### Clock wiring as the flow saved it

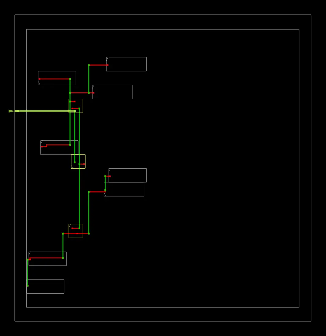
### Sequential cells coloured by netlist name

Scale: 4 px per um.
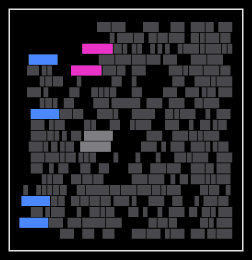
### Port wiring

Scale: 8 px per um.
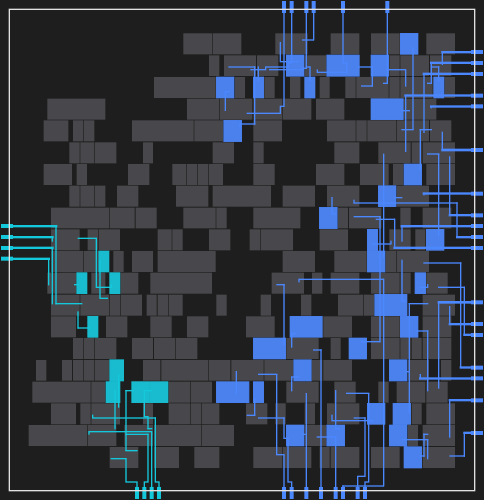
Design rom_read_arbiter, sky130hd; sources not shown.
==> impl_metrics.tcl <==
# metrics dict for downstream scripts
set metrics [dict create \
    status "finished with violations" \
    failed_checks "negative setup slack" \
    worst_pin_slew_ps 271.4 \
    floorplan.die_area_um2 3480 \
    floorplan.rows 20 \
    rsz_0062_raised_after_global_routing "true" \
    clkLatencyLatePin_ps 250 \
    timing.critical_path.from_type "flip-flop" \
    initialDrtViolationCount 28 \
    max_cap_viol_count 0 \
    wire_per_inst_um 11.10 \
    crit_family "buffers and inverters" \
    final.min_clock_period_ps 1540 \
    worst-r2r-setup-slack_ps 80 \
    ys_seq_share 0.2298 \
    synth_warnings 0 \
    dpl.cell_count 259 \
    cts_hold_buf 0 \
    final-setup-viol-count 36 \
    worst-path-stages 6 \
    layout_setup_ws_ps -140.3 \
    static-leakage-power_nw 1.010 \
    crit_path_end_kind "primary output" \
    grt_first_pass_wirelength_um 4747 \
    yosys-top-cells-area "sky130_fd_sc_hd__inv_1, sky130_fd_sc_hd__dfxtp_1, sky130_fd_sc_hd__nor2_1" \
    worst_ep_arrival_time_ps 1190 \
    core_um2 2903 \
    floorplanUtilization 0.2401 \
    reg2reg_depth 8 \
    synth-main-ff-cell "sky130_fd_sc_hd__dfxtp_1" \
    power.total_w 0.001070 \
    power.share.switching 0.3637 \
    finalHoldWorstSlack_ps 524.5 \
    synth.yosys.num_cells 131 \
    stdcell_area_um2 1899 \
    antenna_cells_inserted 0 \
    die_x_um 58 \
    final_layout_size_suffix_gt1_frac 0.4370 \
    timing_max_transition_violations_final 0 \
    power_frac_seq 0.251 \
    report.final.hold_viol_count 0 \
    ys_async_sr_fraction 0 \
    grt_antenna_before_repair 0 \
    dp.final_hpwl_um 2195 \
    power_density_nw_per_um2 563.5 \
    route.final.wire_length_um 3008 \
    timing.critical_path.cells "inv_2 -> nor2_4 -> buf_12 -> inv_12 -> nor2_2 -> buf_6" \
    number_of_unique_standard_cell_types_used_by_synthesis 13 \
    clkTransAtPathRegs_ps 50 \
    vias 1121 \
    clock_path_buffers 2 \
    detail_route.first_pass.iterations 2 \
    gp_congestion 0.7336 \
    synth_area_um2 696.9 \
    totalNegativeSetupSlack_ps -3758 \
    largest_net_degree_at_the_start_of_global_routing 18 \
    clkPwrFrac 0.163 \
    slew_headroom 0.8185 \
    grt_pass1_vias 1141 \
    synth_dominant_cell_count "sky130_fd_sc_hd__inv_1" \
    layout.cells.most_common_list "sky130_fd_sc_hd__inv_1, sky130_fd_sc_hd__clkdlybuf4s50_1, sky130_fd_sc_hd__buf_4" \
    hold_path_depth 3 \
    route.detailed.drc 0 \
    synth_area_per_cell_um2 5.320 \
    tritoncts_clock_tree "yes" \
    top_power_group "combinational cells" \
    max_ffs_per_register 4 \
    cts-htree-levels 1 \
    cp_data_required_time_ps 1050 \
    max_clock_freq_mhz 649.2 \
    p_int_w 0.0006810 \
    number_of_vias_per_cell 4.137 \
    cts-buffers-inserted 3 \
    yosys_area_um2 696.9 \
    number_of_cells_upsized_or_downsized_after_cts 223 \
    crit_fanout 17 \
    worst-path-buf-inv 4 \
    worstHoldPathType "reg2reg" \
    timing.final.crit_share 1.100 \
    layoutNonFillerInstCount 271 \
    critical_path_class "reg2out" \
    power_combinational_w 0.000628 \
    combinationalPowerShare 0.586 \
    grt_use_total 0.1703 \
    top_area_cell "sky130_fd_sc_hd__inv_1" \
    post_synth_inst_count 131 \
    clk_root_buffer_cell "sky130_fd_sc_hd__clkbuf_4" \
]
Back to the opening pictures, 'Clock wiring as the flow saved it':
Max Clock Skew: 0.6154 ps
Clock Sinks: 8
number of clock buffer instances in the layout: 3

Back to the opening pictures, 'Sequential cells coloured by netlist name':
Magenta stands for `state_q`, flops 2. Blue stands for `rom_addr`, flops 4.
Another 2 sequential cells are not coloured.
share of the core filled with cells: 0.6543
Reg area: 163.9 um^2
sequential power: 0.000268 W
share of the final layout cell area in sequential cells: 0.08630

Back to the opening pictures, 'Port wiring':
Cyan stands for `req_addr`, bits 8, direction input, end cells 8, buffers 8, wire 137 um. Blue stands for `rsp_data`, bits 32, direction output, end cells 32, buffers 32, wire 562 um.
count of input and output buffers: 85
top-level port count: 86

## logic make-up after synthesis
kind of cell,Yosys count,synth area share
AOI/OAI and AO/OA,7,0.07182
DFF,8,0.2298
buffers and inverters,51,0.3070
and+or+nand+nor,65,0.3914
## metal layers
layer  part of all wire  wire length [um]  vias up  global-route usage
met5                  0                 0        -                   0
li1                   -                 -      581                   -
met1               0.36              1097      491              0.1710
met2               0.55              1666       49              0.3539
met4                  0                 0        0             0.04983
met3              0.081               244        0             0.02597
## final cells by class
type                    count  area [um^2]  share of cell area
repair inverters            2        17.52            0.009223
flip-flops and latches      8        163.9             0.08630
well taps                  33        41.29             0.02174
repair buffers            105         1013              0.5336
inverters                  48        192.7              0.1014
clock buffers               3        22.52             0.01186
multi-input cells          72        447.9              0.2358
Power is estimated from default activity; no workload was simulated.
